$ cat config.mk
export PLATFORM = sky130hd
export DESIGN_NAME = n64_cmd_tx
export DESIGN_NICKNAME = d
export VERILOG_FILES = /design/src/rtl/n64_cmd_tx.sv
export SDC_FILE = /design/constraint.sdc
export NUM_CORES = 1
export LEC_CHECK = 0
export ABC_AREA = 1
export CAP_MARGIN = 30
export CELL_PAD_IN_SITES_DETAIL_PLACEMENT = 1
export CELL_PAD_IN_SITES_GLOBAL_PLACEMENT = 1
export CORE_MARGIN = 2
export CORE_UTILIZATION = 40
export DETAILED_ROUTE_END_ITERATION = 7
export HOLD_SLACK_MARGIN = 0.05
export PLACE_DENSITY = 0.94
export SKIP_CTS_REPAIR_TIMING = 1
export SLEW_MARGIN = 20
export SYNTH_ARGS = -nofsm -noshare
export SYNTH_HDL_FRONTEND = slang
export SYNTH_SLANG_ARGS = --single-unit
$ cat constraint.sdc
create_clock -name clk -period 1.96 [get_ports clk]
set_input_delay 0.392 -clock clk [delete_from_list [all_inputs] [get_ports clk]]
set_output_delay 0.392 -clock clk [all_outputs]
set_load 0.01 [all_outputs]
$ cat src/rtl/n64_cmd_tx.sv
`default_nettype none
// ============================================================================
//  Module   : n64_cmd_tx
//  Purpose  : N64 joybus command transmitter. Serialises 1..MAX_BYTES bytes
//             (byte 0 first, each MSB first) followed by the console stop bit.
//             Each data bit is 4 chips: '0' = L L L H, '1' = L H H H.
//             The stop bit is L H. Each chip lasts CLKS_PER_CHIP clocks.
//  Ports    : clk, reset (sync, active-high)
//             start          - pulse: latch cmd_data/cmd_len and begin a frame
//             cmd_data       - byte k at [8k+7:8k]
//             cmd_len        - byte count, 1..MAX_BYTES
//             busy/enable_o  - high for every chip of the frame
//             dout           - registered line level (1 when idle)
//             done           - 1-cycle pulse after the last chip
//             err            - 1-cycle pulse when start had a bad cmd_len
//  Revision : 1.0 - initial release
// ============================================================================
module n64_cmd_tx #(
    parameter int MAX_BYTES     = 3,
    parameter int CLKS_PER_CHIP = 1
) (
    input  logic                             clk,
    input  logic                             reset,
    input  logic                             start,
    input  logic [8*MAX_BYTES-1:0]           cmd_data,
    input  logic [$clog2(MAX_BYTES+1)-1:0]   cmd_len,
    output logic                             busy,
    output logic                             enable_o,
    output logic                             dout,
    output logic                             done,
    output logic                             err
);

    localparam int LW = $clog2(MAX_BYTES + 1);
    localparam int BW = (MAX_BYTES > 1) ? $clog2(MAX_BYTES) : 1;
    localparam int PW = (CLKS_PER_CHIP > 1) ? $clog2(CLKS_PER_CHIP) : 1;
    localparam int NB = 1 << BW;

    localparam logic [LW-1:0] c_MAX_LEN  = LW'(MAX_BYTES);
    localparam logic [PW-1:0] c_PRE_LAST = PW'(CLKS_PER_CHIP - 1);

    typedef enum logic [1:0] {
        S_IDLE = 2'd0,
        S_BITS = 2'd1,
        S_STOP = 2'd2
    } state_t;

    state_t                 r_state, w_state_n;
    logic [8*MAX_BYTES-1:0] r_data;
    logic [BW-1:0]          r_last;          // index of the final byte
    logic [PW-1:0]          r_pre,  w_pre_n;
    logic [1:0]             r_chip, w_chip_n;
    logic [2:0]             r_bit,  w_bit_n;  // 0 = MSB of current byte
    logic [BW-1:0]          r_byte, w_byte_n;
    logic                   r_en,   w_en_n;
    logic                   r_dout, w_dout_n;
    logic                   r_done, w_done_n;
    logic                   r_err,  w_err_n;
    logic                   w_latch;
    logic                   w_len_ok;
    logic                   w_pre_last;
    logic [7:0]             w_bytes [NB];
    logic [7:0]             w_cur_byte;
    logic                   w_cur_bit;

    // Byte table padded to a power of two so any byte-counter value indexes
    // a defined entry.
    for (genvar gi = 0; gi < NB; gi++) begin : g_byte
        if (gi < MAX_BYTES) begin : g_real
            assign w_bytes[gi] = r_data[8*gi +: 8];
        end else begin : g_pad
            assign w_bytes[gi] = 8'h00;
        end
    end

    assign w_cur_byte = w_bytes[r_byte];
    assign w_cur_bit  = w_cur_byte[~r_bit];   // ~r_bit == 7 - r_bit
    assign w_len_ok   = (cmd_len != '0) && (cmd_len <= c_MAX_LEN);
    assign w_pre_last = (r_pre == c_PRE_LAST);

    // Next-state logic. The line level is computed for the chip about to be
    // entered so that dout leaves the register aligned with enable_o.
    always_comb begin
        w_state_n = r_state;
        w_pre_n   = r_pre;
        w_chip_n  = r_chip;
        w_bit_n   = r_bit;
        w_byte_n  = r_byte;
        w_en_n    = r_en;
        w_dout_n  = r_dout;
        w_done_n  = 1'b0;
        w_err_n   = 1'b0;
        w_latch   = 1'b0;
        case (r_state)
            S_IDLE: begin
                w_en_n   = 1'b0;
                w_dout_n = 1'b1;
                if (start) begin
                    if (w_len_ok) begin
                        w_latch   = 1'b1;
                        w_state_n = S_BITS;
                        w_en_n    = 1'b1;
                        w_dout_n  = 1'b0;
                        w_pre_n   = '0;
                        w_chip_n  = 2'd0;
                        w_bit_n   = 3'd0;
                        w_byte_n  = '0;
                    end else begin
                        w_err_n = 1'b1;
                    end
                end
            end
            S_BITS: begin
                if (w_pre_last) begin
                    w_pre_n = '0;
                    if (r_chip == 2'd3) begin
                        w_chip_n = 2'd0;
                        w_dout_n = 1'b0;         // chip 0 of any bit is low
                        if (r_bit == 3'd7) begin
                            w_bit_n = 3'd0;
                            if (r_byte == r_last) begin
                                w_byte_n  = '0;
                                w_state_n = S_STOP;
                            end else begin
                                w_byte_n = r_byte + 1'b1;
                            end
                        end else begin
                            w_bit_n = r_bit + 3'd1;
                        end
                    end else begin
                        w_chip_n = r_chip + 2'd1;
                        // chips 1 and 2 carry the data bit, chip 3 is high
                        w_dout_n = (r_chip == 2'd2) ? 1'b1 : w_cur_bit;
                    end
                end else begin
                    w_pre_n = r_pre + 1'b1;
                end
            end
            S_STOP: begin
                if (w_pre_last) begin
                    w_pre_n = '0;
                    if (r_chip == 2'd0) begin
                        w_chip_n = 2'd1;
                        w_dout_n = 1'b1;
                    end else begin
                        w_chip_n  = 2'd0;
                        w_state_n = S_IDLE;
                        w_en_n    = 1'b0;
                        w_dout_n  = 1'b1;
                        w_done_n  = 1'b1;
                    end
                end else begin
                    w_pre_n = r_pre + 1'b1;
                end
            end
            default: begin
                w_state_n = S_IDLE;
                w_en_n    = 1'b0;
                w_dout_n  = 1'b1;
            end
        endcase
    end

    always_ff @(posedge clk) begin
        if (reset) begin
            r_state <= S_IDLE;
            r_data  <= '0;
            r_last  <= '0;
            r_pre   <= '0;
            r_chip  <= 2'd0;
            r_bit   <= 3'd0;
            r_byte  <= '0;
            r_en    <= 1'b0;
            r_dout  <= 1'b1;
            r_done  <= 1'b0;
            r_err   <= 1'b0;
        end else begin
            r_state <= w_state_n;
            r_pre   <= w_pre_n;
            r_chip  <= w_chip_n;
            r_bit   <= w_bit_n;
            r_byte  <= w_byte_n;
            r_en    <= w_en_n;
            r_dout  <= w_dout_n;
            r_done  <= w_done_n;
            r_err   <= w_err_n;
            if (w_latch) begin
                r_data <= cmd_data;
                r_last <= BW'(cmd_len - 1'b1);
            end
        end
    end

    assign busy     = r_en;
    assign enable_o = r_en;
    assign dout     = r_dout;
    assign done     = r_done;
    assign err      = r_err;

endmodule
`default_nettype wire

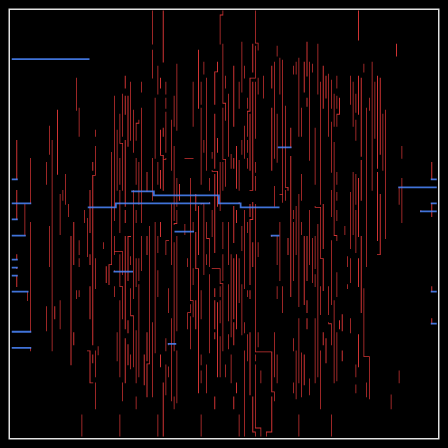
**Above:** run 1 (wiring by layer).
Two of the layers only.
legend:
  metal 2:
    color: red
    wire_length: 2,550 um
  metal 3:
    color: blue
    wire_length: 101 um
global-route total usage across every layer: 21.00%
routed via count: 1,821
Total Routed Length: 4.966 mm
average routed wire per standard cell: 14.11 um

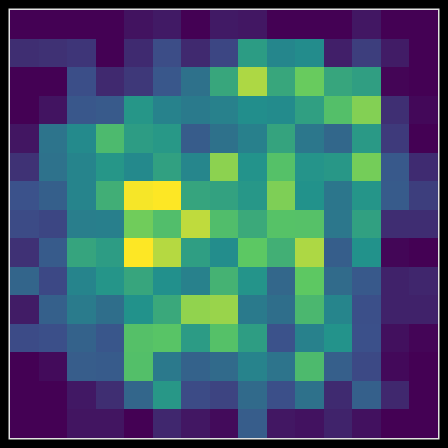
**Above:** run 1 (wire density map).
15 x 15 tiles, from dark purple (low) to yellow (high), scaled to the fullest tile. Values are wire area over tile area, all layers added.
fullest tile: 0.42
mean over tiles: 0.14
tiles over half the peak: 31%
emptiest ninth of the die: top left

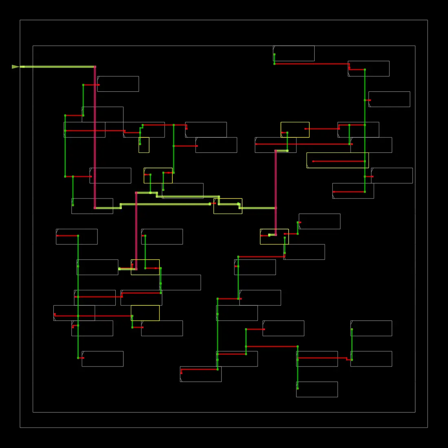
**Above:** run 1 (the clock network).
num sequential: 39
worst clock skew: 7.282 ps
count of clock buffers in the final design: 6
clock latency on the worst-skew pair: 290 ps
clock sink count: 39

run 1: cell families after synthesis:
kind of cell	after synthesis
buffers and inverters	41
DFF	39
and+or+nand+nor	119
adders and majority gates	9
AOI/OAI and AO/OA	55
run 1: cell type report:
cell class	instances	area share [%]
multi-input cells	183	38.56
flip-flops and latches	39	32.74
repair buffers	41	16.37
inverters	29	4.669
clock buffers	6	3.463
well taps	52	2.728
clock inverters	2	1.469
run 1: worst paths after layout:
kind	start	end	slack (ps)	depth (start not counted)
max	cmd_len[0]	r_data[9]	210	7
max reg2reg	r_state[1]	r_data[9]	390	7
min	r_data[12]	r_data[12]	460	2
min reg2reg	r_data[12]	r_data[12]	460	2
==> PnR_summary.wiki, run 1 <==
=== Physical design figures ===
{| class="wikitable"
! Metric !! Value
|-
| Power density over cell area || between 1000 and 1500 nW/um2
|-
| Clock-net power || between 0.0006 and 0.0007 W
|-
| Synth Instances || about 260
|-
| Initial antenna violation count || 0
|-
| Top cell area share || about two fifths
|-
| Number of H-tree levels || 2
|-
| Combinational Area || 919.6 um2
|-
| Category of the worst setup path capture point || flop
|-
| Area fraction in mux cells || 0%
|-
| Top cells excl fill/tap || sky130_fd_sc_hd__nor2_1, sky130_fd_sc_hd__nand2_1, sky130_fd_sc_hd__dfxtp_1
|-
| Hold violation count in the final report || 0
|-
| Maximum number of pins on one net before global-route repair || 31
|-
| Slew Limit Headroom || 67.27%
|-
| Post-synthesis cell type with the largest combined area || sky130_fd_sc_hd__dfxtp_1
|-
| Worst IR Drop VDD || between 0.0004 and 0.0005 V
|-
| Sequential fraction of the synthesis area || between 40% and 50%
|-
| DIE AREA || approximately 5300 um2
|-
| Fraction of synthesis flops using an asynchronous set or reset pin || 0%
|-
| Final tally of setup violations || 0
|-
| Number of clock buffers inserted by TritonCTS || 5
|-
| Run status || finished, final reports clean
|-
| Combinational power share || between 40% and 50%
|-
| Post-synthesis cell area || 1882 um2
|-
| Clock network power share || a little over a fifth
|-
| Cell Rows || 24
|-
| Vertical extent of the die || 72.59 um
|-
| Placeable core region || 4444 um2
|-
| Critical path type || in2reg
|-
| Worst hold path class || reg2reg
|-
| Number of different library cells in the post-synthesis netlist || 25
|-
| Final layout net count || 337
|-
| Routed length on met3 || around 100 um
|-
| Synthesized-area fraction occupied by ao, oa, aoi and oai cells || approximately 16%
|-
| Dominant power group || combinational cells
|-
| Number of port buffers || 33
|-
| First-pass GRT wire length || 8.694 mm
|-
| Sort of element at the start of the critical path || input port
|-
| Sequential cell area || just under 800 um2
|-
| Grt met1 use || between 20% and 30%
|-
| CTS clock-pin slew for the worst setup and hold paths || 80 ps
|-
| Total design power || 0.003152 W
|-
| Mean cell area of the mapped netlist || between 7 and 8 um2
|-
| Vias in the first global route || just under 2,000
|-
| CTS tree || done
|-
| Most common cell after layout, fill and taps aside || sky130_fd_sc_hd__nor2_1
|-
| Post-route antenna net violation count || 0
|-
| Syn_nets || between 300 and 400
|-
| Share of total power consumed by net switching || roughly two fifths
|-
| OpenROAD warning count || 30
|-
| Slew at the pin closest to its max-slew limit || between 400 and 500 ps
|-
| Number of cells after detailed placement || roughly 340
|-
| Area grow syn2layout || 26.73%
|-
| Filler Cell Count || a little under 600
|-
| Synth Flop Type || sky130_fd_sc_hd__dfxtp_1
|-
| Final Slew Violations || 0
|-
| Combinational power || between 0.001 and 0.0015 W
|-
| Number of violations reported at the end of detailed-routing iteration 0 || 73
|-
| Detailed placer's ending HPWL || roughly 3.5 mm
|}
**Run 1: register map, names as in the netlist**

Bar = 20 um.
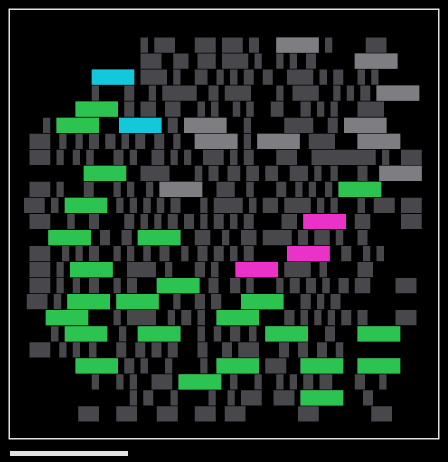

--- run 2 (diff from run 1) ---
--- a/config.mk
+++ b/config.mk
@@ -10,10 +10,10 @@
 export CELL_PAD_IN_SITES_DETAIL_PLACEMENT = 1
 export CELL_PAD_IN_SITES_GLOBAL_PLACEMENT = 1
 export CORE_MARGIN = 2
-export CORE_UTILIZATION = 40
+export CORE_UTILIZATION = 35
 export DETAILED_ROUTE_END_ITERATION = 7
 export HOLD_SLACK_MARGIN = 0.05
-export PLACE_DENSITY = 0.94
+export PLACE_DENSITY = 0.85
 export SKIP_CTS_REPAIR_TIMING = 1
 export SLEW_MARGIN = 20
 export SYNTH_ARGS = -nofsm -noshare
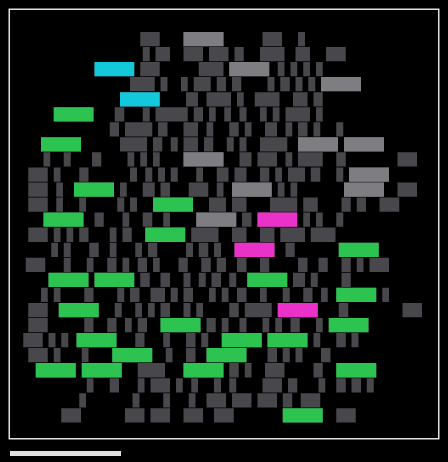
**Above:** run 2 (register map, names as in the netlist).
Bar = 20 um.
legend:
  r_data:
    color: green
    flops: 24
  r_last:
    color: cyan
    flops: 2
  r_bit:
    color: magenta
    flops: 3
sequential cell area: 780.7 um2
register share of the cell area: 32.77%

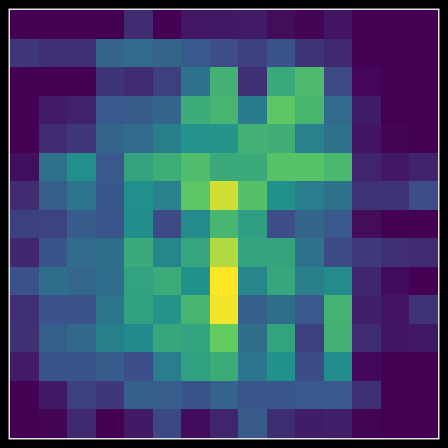
**Above:** run 2 (wire density map).
15 x 15 tiles, from dark purple (low) to yellow (high), scaled to the fullest tile. Values are wire area over tile area, all layers added.
densest ninth of the die: middle
nearly empty tiles: 17%
fullest tile: 0.42
mean over tiles: 0.12
tiles over half the peak: 20%

==> run 2 against run 1 <==
Compared with the run above: final area fell by 0.11%; synthesized cell count did not move; sequential share of layout area barely moved; cell count rose by 4.8%; critical path depth is the same; setup slack gained 50 ps; synthesized area did not move; first-iteration DRC count decreased by 15%; non-clock buffer count is 1 lower; via count fell by 2.3%; utilization down 7.3 points; worst hold slack improved by 2.2 ps; largest cell class unchanged; highest routed layer unchanged.
==> PnR_summary.wiki, run 2 <==
=== Physical design figures ===
{| class="wikitable"
! Metric !! Value
|-
| Count of buffers not belonging to the clock network in the layout || 40 (-2.4%)
|-
| Combinational power || 0.00127 W (-3%)
|-
| Combinational Area || 919.6 um2 (unchanged)
|-
| Register-to-register setup slack || 390 ps (about the same)
|-
| Cell Rows || 26 (+8.3%)
|-
| Clock-net power || 0.000603 W (-13%)
|-
| Run status || finished, final reports clean
|-
| Number of different library cells in the post-synthesis netlist || 25 (unchanged)
|-
| Number of enable-type register cells in the synthesized netlist || 0
|-
| Placeable core region || 5140 um2 (+16%)
|-
| Clock latency on the worst-skew pair || 290 ps (about the same)
|-
| Comb area share || 38.60% (+0.041 points)
|-
| Register ranked first by flip-flop count || r_data
|-
| Initial DRT Pass Iterations || 4
|-
| Well tap count || 70 (+35%)
|-
| Slew Limit Headroom || 67.88% (+0.61 points)
|-
| Post-synthesis cell type with the largest combined area || sky130_fd_sc_hd__dfxtp_1
|-
| Number of port buffers || 33 (unchanged)
|-
| Multi-input gates || 183 (unchanged)
|-
| Post-synthesis cell area || 1882 um2 (unchanged)
|-
| Cell depth of the worst flop-to-flop path || 8 (+1)
|-
| DIE AREA || 5979 um2 (+13%)
|-
| Maximum number of pins on one net before global-route repair || 32 (+3.2%)
|-
| Main kind of combinational logic by area || simple AND/OR/NAND/NOR gates
|-
| Most common cell after layout, fill and taps aside || sky130_fd_sc_hd__nor2_1
|-
| Area-dominant cell class after layout || combinational gates
|-
| Combinational power share || 42.2% (+0.6 points)
|-
| Number of clock buffers inserted by TritonCTS || 5 (unchanged)
|-
| Hold Crit Start || r_data[9]
|-
| Total Routed Length || 4.648 mm (-6.4%)
|-
| First-pass GRT wire length || 8.114 mm (-6.7%)
|-
| Power density over cell area || 1268 nW/um2 (-4.1%)
|-
| OpenROAD warning count || 30 (unchanged)
|-
| Post-placement setup slack || -80.01 ps
|-
| Final layout net count || 336 (-0.30%)
|-
| Synthesized-area fraction occupied by ao, oa, aoi and oai cells || 15.89% (unchanged)
|-
| Worst clock skew || 5.925 ps (-1.357 ps)
|-
| Number of H-tree levels || 2 (unchanged)
|-
| Clock sink count || 39 (unchanged)
|-
| Worst setup path end || r_data[13]
|-
| Final Slew Violations || 0 (unchanged)
|-
| Hold violation count in the final report || 0 (unchanged)
|-
| Vias in the first global route || 1,793 (-8.3%)
|-
| Share of total power consumed by net switching || 39.79% (+0.44 points)
|-
| Number of cells traversed by the worst hold path || 2 (unchanged)
|-
| Post-layout utilization of the core || between 40% and 50%
|-
| Clock network area share || 4.202% (-0.73 points)
|-
| Count of clock buffers in the final design || 8 (+2)
|-
| Crit. Startpoint || cmd_len[0]
|-
| Worst IR Drop VDD || 0.0005603 V (+20%)
|-
| Vertical extent of the die || 77.33 um (+6.5%)
|-
| Dominant power group || combinational cells
|-
| Mean cell area of the mapped netlist || 7.155 um2 (unchanged)
|-
| Global-route total usage across every layer || 16.88% (-4.1 points)
|-
| Sort of element at the start of the critical path || input port
|-
| Area fraction in mux cells || 0% (unchanged)
|-
| Sequential fraction of the synthesis area || 41.49% (unchanged)
|-
| Num sequential || 39 (unchanged)
|-
| End of the worst register-to-register path || r_state[0]
|-
| Area grow syn2layout || 26.60%
|-
| Buffering overhead || 16.07% (-0.30 points)
|-
| Filler Cell Count || 691 (+20%)
|-
| Endpoint of the worst hold-timing path || r_data[9]
|-
| Clock network power share || 20.0% (-2.0 points)
|-
| Fraction of synthesis flops using an asynchronous set or reset pin || 0% (unchanged)
|-
| Non-clk invs || 29 (unchanged)
|-
| CTS tree || done
|-
| CTS clock-pin slew for the worst setup and hold paths || 70 ps (about the same)
|-
| Top cells excl fill/tap || sky130_fd_sc_hd__nor2_1, sky130_fd_sc_hd__nand2_1, sky130_fd_sc_hd__dfxtp_1
|-
| Crit Reg-Reg Startpoint || r_state[1]
|-
| Average routed wire per standard cell || 12.60 um (-11%)
|-
| Critical path type || in2reg
|-
| Total design power || 0.003020 W (-4.2%)
|-
| Category of the worst setup path capture point || flop
|-
| Synth Instances || 263 (unchanged)
|-
| Number of cells after detailed placement || 361 (+4.9%)
|-
| Worst hold path class || reg2reg
|-
| Routed via count || 1,780 (-2.3%)
|-
| Final tally of setup violations || 0 (unchanged)
|-
| Syn_nets || 301 (unchanged)
|-
| Sequential power share || a little under two fifths
|-
| Slew at the pin closest to its max-slew limit || 481.1 ps (-9.102 ps)
|-
| Top cell area share || 41.49% (unchanged)
|-
| Post-route antenna net violation count || 0 (unchanged)
|-
| Number of violations reported at the end of detailed-routing iteration 0 || 62 (-15%)
|}
## run 2: cell counts after synthesis
Identical to the previous run, type by type.
## run 2: routing by layer
metal | wire length [um] | track usage, % | up-vias
li1 | - | - | 918
met1 | 2120 | 19.24 | 832
met2 | 2322 | 30.52 | 22
met3 | 139 | 4.000 | 8
met4 | 65 | 5.893 | 0
met5 | 0 | 0 | -
## run 2: worst max-delay path, cell delays in order
cell	delay, ps
sky130_fd_sc_hd__clkdlybuf4s50_1	480
sky130_fd_sc_hd__inv_1	50
sky130_fd_sc_hd__ha_1	240
sky130_fd_sc_hd__nor3_4	230
sky130_fd_sc_hd__inv_2	220
sky130_fd_sc_hd__o21ai_1	190
sky130_fd_sc_hd__a21oi_1	50
--- run 3 (diff from run 2) ---
--- a/config.mk
+++ b/config.mk
@@ -14,7 +14,6 @@
 export DETAILED_ROUTE_END_ITERATION = 7
 export HOLD_SLACK_MARGIN = 0.05
 export PLACE_DENSITY = 0.85
-export SKIP_CTS_REPAIR_TIMING = 1
 export SLEW_MARGIN = 20
 export SYNTH_ARGS = -nofsm -noshare
 export SYNTH_HDL_FRONTEND = slang
==> run 3 against run 2 <==
Compared with the run above: first-iteration DRC count did not move; total power unchanged; non-clock buffer count stayed put; utilization did not move; clock power hardly changed; largest cell class unchanged; routed wire length unchanged; clock skew did not move; sequential share of layout area did not move; synthesized area did not move; final area unchanged; via count is the same; die area stayed put.
==> PnR_summary.wiki, run 3 <==
=== Physical design figures ===
{| class="wikitable"
! Metric !! Value
|-
| Well tap count || 70 (unchanged)
|-
| Cell Rows || 26 (unchanged)
|-
| Post-placement setup slack || -80.01 ps (unchanged)
|-
| Combinational power share || 42.2% (about the same)
|-
| Number of enable-type register cells in the synthesized netlist || 0 (unchanged)
|-
| Number of violations reported at the end of detailed-routing iteration 0 || 62 (unchanged)
|-
| Clock sink count || 39 (unchanged)
|-
| Top cells excl fill/tap || sky130_fd_sc_hd__nor2_1, sky130_fd_sc_hd__nand2_1, sky130_fd_sc_hd__dfxtp_1
|-
| Sum of negative setup slack || 0 ps
|-
| Number of cells after detailed placement || 361 (unchanged)
|-
| Number of different library cells in the post-synthesis netlist || 25 (unchanged)
|-
| Number of port buffers || 33 (unchanged)
|-
| Clock latency on the worst-skew pair || 290 ps (about the same)
|-
| Initial DRT Pass Iterations || 4 (unchanged)
|-
| Vias in the first global route || 1,793 (unchanged)
|-
| Crit. Startpoint || cmd_len[0]
|-
| Critical path type || in2reg
|-
| Top cell area share || 41.49% (unchanged)
|-
| Comb area share || 38.60% (unchanged)
|-
| Register share of the cell area || 32.77% (unchanged)
|-
| Final Slew Violations || 0 (unchanged)
|-
| Hold violation count in the final report || 0 (unchanged)
|-
| Buffering overhead || 16.07% (unchanged)
|-
| Worst setup path end || r_data[13]
|-
| Final tally of setup violations || 0 (unchanged)
|-
| DIE AREA || 5979 um2 (unchanged)
|-
| Share of total power consumed by net switching || 39.79% (unchanged)
|-
| Endpoint of the worst hold-timing path || r_data[9]
|-
| Filler Cell Count || 691 (unchanged)
|-
| End of the worst register-to-register path || r_state[0]
|-
| Num sequential || 39 (unchanged)
|-
| Register ranked first by flip-flop count || r_data
|-
| CTS tree || done
|-
| Worst stage delay on the critical path || 480 ps (about the same)
|-
| Clock period minus final worst setup slack || about 1700 ps
|-
| Global-route total usage across every layer || 16.88% (unchanged)
|-
| Run status || finished, final reports clean
|-
| Clock network area share || 4.202% (unchanged)
|-
| Syn_nets || 301 (unchanged)
|-
| Worst IR Drop VDD || 0.0005603 V (unchanged)
|-
| Cell depth of the worst flop-to-flop path || 8 (unchanged)
|-
| Total Routed Length || 4.648 mm (unchanged)
|-
| Post-synthesis cell area || 1882 um2 (unchanged)
|-
| Count of buffers not belonging to the clock network in the layout || 40 (unchanged)
|-
| Non-clk invs || 29 (unchanged)
|-
| CTS clock-pin slew for the worst setup and hold paths || 70 ps (about the same)
|-
| Vertical extent of the die || 77.33 um (unchanged)
|-
| Number of H-tree levels || 2 (unchanged)
|-
| CP delay by family, top || buffers and inverters
|-
| Combinational power || 0.00127 W (about the same)
|-
| Fraction of synthesis flops using an asynchronous set or reset pin || 0% (unchanged)
|-
| Category of the worst setup path capture point || flop
|-
| Hold Crit Start || r_data[9]
|-
| Slew Limit Headroom || 67.88% (unchanged)
|-
| Crit path buffers/inverters || 3 (unchanged)
|-
| Dominant power group || combinational cells
|-
| Cells taking the most area after synthesis || sky130_fd_sc_hd__dfxtp_1, sky130_fd_sc_hd__nor2_1, sky130_fd_sc_hd__nand2_1
|-
| Slew at the pin closest to its max-slew limit || 481.1 ps (unchanged)
|-
| Sequential cell area || 780.7 um2 (unchanged)
|-
| Clock network power share || 20.0% (about the same)
|-
| Crit Reg-Reg Startpoint || r_state[1]
|-
| Most common cell after layout, fill and taps aside || sky130_fd_sc_hd__nor2_1
|-
| Mean cell area of the mapped netlist || 7.155 um2 (unchanged)
|-
| Area-dominant cell class after layout || combinational gates
|-
| Register-to-register setup slack || 390 ps (about the same)
|-
| Multi-input gates || 183 (unchanged)
|-
| Area grow syn2layout || 26.60% (unchanged)
|-
| Worst hold path class || reg2reg
|-
| Synth Instances || 263 (unchanged)
|-
| Total design power || 0.003020 W (unchanged)
|-
| Sequential power share || 37.8% (about the same)
|-
| Placeable core region || 5140 um2 (unchanged)
|-
| Sort of element at the start of the critical path || input port
|-
| CTS max path bufs || 2
|-
| Power density over cell area || 1268 nW/um2 (unchanged)
|-
| Crit-path cells || clkdlybuf4s50_1, inv_1, ha_1, nor3_4, inv_2, o21ai_1, a21oi_1
|-
| Maximum number of pins on one net before global-route repair || 32 (unchanged)
|-
| Count of clock buffers in the final design || 8 (unchanged)
|-
| Worst clock skew || 5.925 ps (unchanged)
|-
| Clk root buf || sky130_fd_sc_hd__clkbuf_8
|-
| Number of cells traversed by the worst hold path || 2 (unchanged)
|-
| First-pass GRT wire length || 8.114 mm (unchanged)
|-
| Final layout net count || 336 (unchanged)
|-
| Post-synthesis cell type with the largest combined area || sky130_fd_sc_hd__dfxtp_1
|-
| Clock-net power || 0.000603 W (about the same)
|-
| CP max stage cell || sky130_fd_sc_hd__clkdlybuf4s50_1
|-
| Combinational Area || 919.6 um2 (unchanged)
|}
[run 3: cell counts in the layout (fill, tap and decap cells not counted)]
Identical to the previous run, type by type.
[run 3: cells by family (layout without fill, tap and decap cells)]
group | count (synthesis) | in the layout | share of synthesized area (%)
flip-flops | 39 | 39 | 41.49
adder cells (fa/ha/maj) | 9 | 9 | 5.984
AND/OR/NAND/NOR | 119 | 119 | 26.99
AND-OR/OR-AND | 55 | 55 | 15.89
buffers and inverters | 41 | 77 | 9.641
[run 3: metal layers]
metal,global-route usage [%],routed length [um],up-vias
met5,0,0,-
met4,5.893,65,0
met3,4.000,139,8
met2,30.52,2322,22
met1,19.24,2120,832
li1,-,-,918
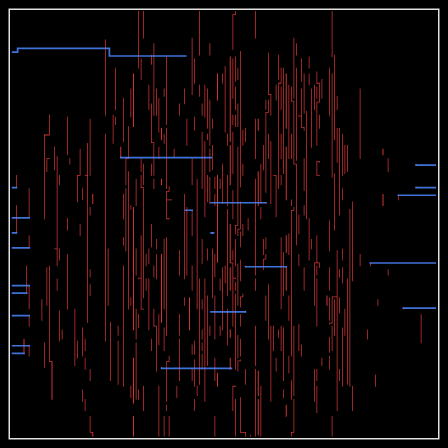
**Above:** run 3 (wiring by layer).
Two of the layers only.
legend:
  metal 2:
    color: red
    wire_length: 2,320 um
  metal 3:
    color: blue
    wire_length: 139 um
average routed wire per standard cell: 12.60 um
routed via count: 1,780

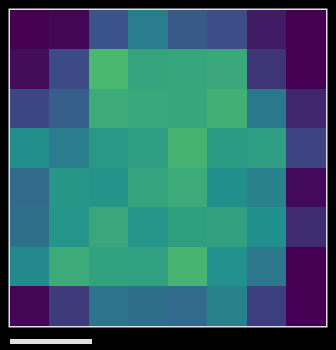
**Above:** run 3 (local utilization).
Bar = 20 um. 8 x 8 tiles, from dark purple (low) to yellow (high), 0 to 100% covered.
nearly empty tiles: 11%
fullest tile: 67%
densest ninth of the die: middle
mean over tiles: 38%

No activity file was given, so power comes from the tool's default toggle rates.
